--- src/rtl/wb_arbiter_pkg.sv ---
// Shared definitions for the two-master Wishbone arbiter: bus widths,
// grant-state encoding and the round-robin winner selection.
package wb_arbiter_pkg;

    localparam int WB_ADDR_W = 24;
    localparam int RW        = 16;
    localparam int SEL_W     = 2;

    typedef enum logic [1:0] {
        ARB_S_IDLE = 2'd0,
        ARB_S_GNT0 = 2'd1,
        ARB_S_GNT1 = 2'd2
    } arb_state_e;

    // Index of the master to grant from idle; only meaningful when a cyc is high.
    // On a tie the master that did not own the bus last wins.
    function automatic logic rr_pick(input logic cyc0, input logic cyc1,
                                     input logic last_owner);
        return cyc1 && (!cyc0 || !last_owner);
    endfunction

endpackage

--- src/rtl/wb_arb_timeout.sv ---
// Stalled-strobe watchdog for wb_arbiter: counts cycles of an unanswered
// strobe and flags expiry for one cycle when the count reaches TIMEOUT.
module wb_arb_timeout
    import wb_arbiter_pkg::*;
#(
    parameter int TIMEOUT = 255
) (
    input  logic i_clk,
    input  logic i_rst_n,
    input  logic start_i,
    input  logic clear_i,
    output logic expired_o
);

    localparam int CNT_W = $clog2(TIMEOUT + 1);

    logic [CNT_W-1:0] cnt_q;
    logic [CNT_W-1:0] cnt_d;

    assign expired_o = start_i && (cnt_q == CNT_W'(TIMEOUT));

    always_comb begin
        cnt_d = cnt_q;
        if (clear_i || expired_o) begin
            cnt_d = '0;
        end else if (start_i) begin
            cnt_d = cnt_q + CNT_W'(1);
        end
    end

    // NOTE: state registers take their next value with <= only; the
    // combinational next-state above uses = with a default first.
    always_ff @(posedge i_clk or negedge i_rst_n) begin
        if (!i_rst_n) begin
            cnt_q <= '0;
        end else begin
            cnt_q <= cnt_d;
        end
    end

endmodule

--- src/rtl/wb_arbiter.sv ---
// Two-master round-robin Wishbone arbiter granting whole cyc tenures.
// Optional stalled-strobe timeout is built when WB_ARB_TIMEOUT_EN is defined.
module wb_arbiter
    import wb_arbiter_pkg::*;
#(
    parameter int ADDR_W  = WB_ADDR_W,
    parameter int DATA_W  = RW,
    parameter int TIMEOUT = 255
) (
    input  logic              i_clk,
    input  logic              i_rst_n,

    input  logic              m0_cyc,
    input  logic              m0_stb,
    input  logic              m0_we,
    input  logic              m0_4_burst,
    input  logic [ADDR_W-1:0] m0_adr,
    input  logic [DATA_W-1:0] m0_o_dat,
    input  logic [SEL_W-1:0]  m0_sel,
    output logic              m0_ack,
    output logic              m0_err,
    output logic [DATA_W-1:0] m0_i_dat,

    input  logic              m1_cyc,
    input  logic              m1_stb,
    input  logic              m1_we,
    input  logic              m1_4_burst,
    input  logic [ADDR_W-1:0] m1_adr,
    input  logic [DATA_W-1:0] m1_o_dat,
    input  logic [SEL_W-1:0]  m1_sel,
    output logic              m1_ack,
    output logic              m1_err,
    output logic [DATA_W-1:0] m1_i_dat,

    output logic              wb_cyc,
    output logic              wb_stb,
    output logic              wb_we,
    output logic              wb_4_burst,
    output logic [ADDR_W-1:0] wb_adr,
    output logic [DATA_W-1:0] wb_o_dat,
    output logic [SEL_W-1:0]  wb_sel,
    input  logic              wb_ack,
    input  logic              wb_err,
    input  logic [DATA_W-1:0] wb_i_dat,

    output logic              o_busy,
    output logic              o_owner
);

    if (TIMEOUT < 1) begin : g_bad_timeout
        $error("wb_arbiter: TIMEOUT must be at least 1");
    end

    arb_state_e state_q;
    logic       last_owner_q;
    logic       owner_q;
    logic [1:0] beat_q;

    logic gnt0;
    logic gnt1;
    logic busy;
    logic pick1;
    logic stb_raw;
    logic expired;
    logic bus_hit;
    logic own_ack;
    logic own_err;

    assign gnt0  = (state_q == ARB_S_GNT0);
    assign gnt1  = (state_q == ARB_S_GNT1);
    assign busy  = gnt0 | gnt1;
    assign pick1 = rr_pick(m0_cyc, m1_cyc, last_owner_q);

    // NOTE: every mux output is given a default before the branches, so no
    // latches are inferred; all of them decode from state_q, which resets
    // asynchronously, so the bus drops the moment i_rst_n falls.
    always_comb begin
        wb_cyc     = 1'b0;
        stb_raw    = 1'b0;
        wb_we      = 1'b0;
        wb_4_burst = 1'b0;
        wb_adr     = '0;
        wb_o_dat   = '0;
        wb_sel     = '0;
        if (gnt0) begin
            wb_cyc     = m0_cyc;
            stb_raw    = m0_cyc & m0_stb;
            wb_we      = m0_we;
            wb_4_burst = m0_4_burst;
            wb_adr     = m0_adr;
            wb_o_dat   = m0_o_dat;
            wb_sel     = m0_sel;
        end else if (gnt1) begin
            wb_cyc     = m1_cyc;
            stb_raw    = m1_cyc & m1_stb;
            wb_we      = m1_we;
            wb_4_burst = m1_4_burst;
            wb_adr     = m1_adr;
            wb_o_dat   = m1_o_dat;
            wb_sel     = m1_sel;
        end
    end

`ifdef WB_ARB_TIMEOUT_EN
    wb_arb_timeout #(
        .TIMEOUT   (TIMEOUT)
    ) u_timeout (
        .i_clk     (i_clk),
        .i_rst_n   (i_rst_n),
        .start_i   (stb_raw & ~wb_ack & ~wb_err),
        .clear_i   (~busy | (stb_raw & (wb_ack | wb_err))),
        .expired_o (expired)
    );
`else
    assign expired = 1'b0;
`endif

    // An expiring strobe is withdrawn from the slave and answered with err.
    assign wb_stb  = stb_raw & ~expired;
    assign bus_hit = wb_cyc & wb_stb;
    assign own_ack = wb_ack & bus_hit;
    assign own_err = (wb_err & bus_hit) | expired;

    assign m0_ack   = gnt0 & own_ack;
    assign m0_err   = gnt0 & own_err;
    assign m0_i_dat = gnt0 ? wb_i_dat : '0;
    assign m1_ack   = gnt1 & own_ack;
    assign m1_err   = gnt1 & own_err;
    assign m1_i_dat = gnt1 ? wb_i_dat : '0;

    assign o_busy  = busy;
    assign o_owner = owner_q;

    always_ff @(posedge i_clk or negedge i_rst_n) begin
        if (!i_rst_n) begin
            state_q      <= ARB_S_IDLE;
            last_owner_q <= 1'b1;
            owner_q      <= 1'b0;
            beat_q       <= '0;
        end else begin
            case (state_q)
                ARB_S_IDLE: begin
                    if (m0_cyc || m1_cyc) begin
                        owner_q <= pick1;
                        state_q <= pick1 ? ARB_S_GNT1 : ARB_S_GNT0;
                    end
                end
                ARB_S_GNT0, ARB_S_GNT1: begin
                    // wb_cyc mirrors the owner's cyc; its fall ends the tenure.
                    if (!wb_cyc) begin
                        state_q      <= ARB_S_IDLE;
                        last_owner_q <= owner_q;
                        beat_q       <= '0;
                    end else if (own_ack || own_err) begin
                        beat_q <= beat_q + 2'd1;
                    end
                end
                default: state_q <= ARB_S_IDLE;
            endcase
        end
    end

    a_beat_idle: assert property (@(posedge i_clk) disable iff (!i_rst_n)
        (state_q == ARB_S_IDLE) |-> (beat_q == 2'd0));

endmodule

--- config.mk ---
export PLATFORM = sky130hd
export DESIGN_NAME = wb_arbiter
export DESIGN_NICKNAME = d
export VERILOG_FILES = /design/src/rtl/wb_arbiter_pkg.sv /design/src/rtl/wb_arb_timeout.sv /design/src/rtl/wb_arbiter.sv
export SDC_FILE = /design/constraint.sdc
export NUM_CORES = 1
export LEC_CHECK = 0
export CORE_MARGIN = 10
export CORE_UTILIZATION = 23
export CTS_CLUSTER_DIAMETER = 200
export CTS_CLUSTER_SIZE = 25
export DETAILED_ROUTE_END_ITERATION = 8
export GPL_ROUTABILITY_DRIVEN = 1
export PLACE_DENSITY = 0.86
export REMOVE_ABC_BUFFERS = 1
export SYNTH_ARGS = -nofsm -noshare
export SYNTH_HDL_FRONTEND = slang
export SYNTH_SLANG_ARGS = --single-unit
--- constraint.sdc ---
create_clock -name i_clk -period 3.64 [get_ports i_clk]
set_clock_uncertainty 0.15 [all_clocks]
set_input_delay 0.91 -clock i_clk [delete_from_list [all_inputs] [get_ports i_clk]]
set_output_delay 0.91 -clock i_clk [all_outputs]
set_load 0.01 [all_outputs]
==> images/clk_routes.png <==
The bar under the picture is 20 µm long.
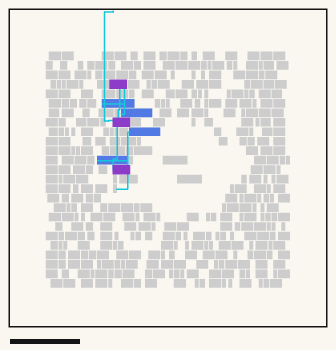
[cyan] clock wires | length: 114 µm
[blue] flip-flops | count: 4
[purple] clock drivers | count: 3
routed clock nets: 4
clk pwr: 101 µW
Clk pwr share: 6.1%
worst skew pair latency: 220 ps

==> images/placement.png <==
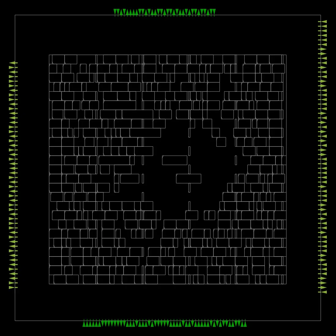
# rows: 25
registers: 4
final cell count without fillers: 468

==> flow_metrics.env <==
# implementation run metrics
export IMPL_startpoint_type="input port"
export IMPL_power_internal_uw=947
export IMPL_critPathKind="in -> out"
export IMPL_rrSetupSlack_ps=1730
export IMPL_vias_per_cell=4.53
export IMPL_setup_worst_path_start="m0_cyc"
export IMPL_place_gp_congestion=0.784
export IMPL_nNonClkBuffers=203
export IMPL_crit_fanout=4
export IMPL_maxCapViolCount=0
export IMPL_seq_share_pct=3.12
export IMPL_finalMaxSlewViolations=0
export IMPL_grt_pass1_wl_mm=11.7
export IMPL_clockBufferCount=4
export IMPL_logic_gates=185
export IMPL_combPwrFrac_pct=88.5
export IMPL_power_leakage_uw=0.00123
export IMPL_fp_util_pct=24.0
export IMPL_comb_area_share_pct=29.6
export IMPL_top_cell="nand2_1"
export IMPL_core_um2=4790
export IMPL_outcome="finished clean"
export IMPL_cts_tree="done"
export IMPL_clkSinkCount=4
export IMPL_crit_family="buffers and inverters"
export IMPL_hold_path_class="reg -> reg"
==> images/io_placement.png <==
Pins as bars across the die edge, other pins in gray.
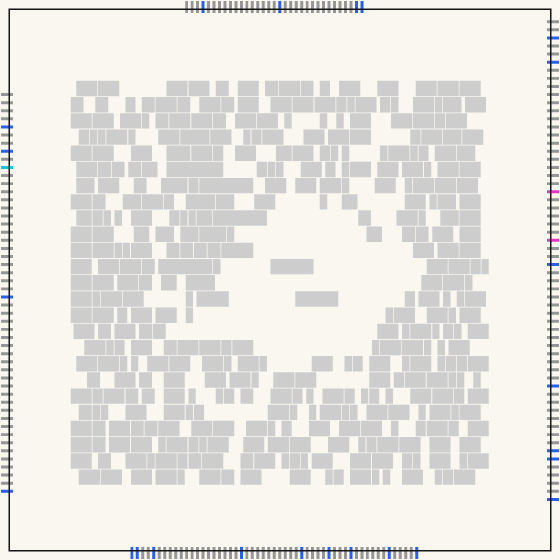
| color | port | pins | direction | edge |
|---|---|---|---|---|
| cyan | o_owner | 1 | output | west |
| magenta | m1_sel | 2 | input | east |
| blue | m0_adr | 24 | input | 9 south, 7 east, 4 west, 4 north |
all pins by edge: 60 east, 53 south, 50 west, 33 north
Die Ht: 90.7 µm
Die X: 90.7 µm
I/O Buffers: 195

==> images/cell_density.png <==
The die is cut into 9 by 9 equal tiles; white is low, dark blue is high, 0 to 100% covered.
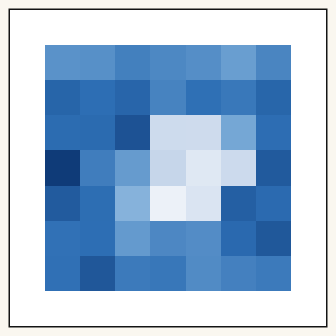
tiles over 75% full: 21%
mean over tiles: 38%
densest ninth of the die: west
fullest tile: 96%
nearly empty tiles: 40%

## logic make-up after synthesis
logic type	count (synthesis)	share of synthesized area (%)
AOI/OAI and AO/OA	54	26.4
adders and majority gates	3	3.26
buffers and inverters	22	8.16
DFF	4	8.81
muxes	1	0.979
and+or+nand+nor	127	52.3
## registers in the layout, indices dropped and copies added, names as in the netlist
| name | cells |
|---|---|
| last_owner_q | 1 |
| o_owner | 1 |
| state_q | 2 |
## routing by layer
layer / up-vias / share of wire, % / track usage [%]
li1: 1069 / - / -
met1: 911 / 36 / 17.0
met2: 126 / 49 / 31.1
met3: 12 / 13 / 8.06
met4: 0 / 1.8 / 5.31
met5: - / 0 / 0
## worst register-to-register path: stages, from the launching register on
cell	delay, ps
dfrtp_1	390
inv_1	110
ha_2	340
buf_4	230
and3b_1	230
o21ai_0	130
a22o_1	230
Power and IR drop assume default switching activity.
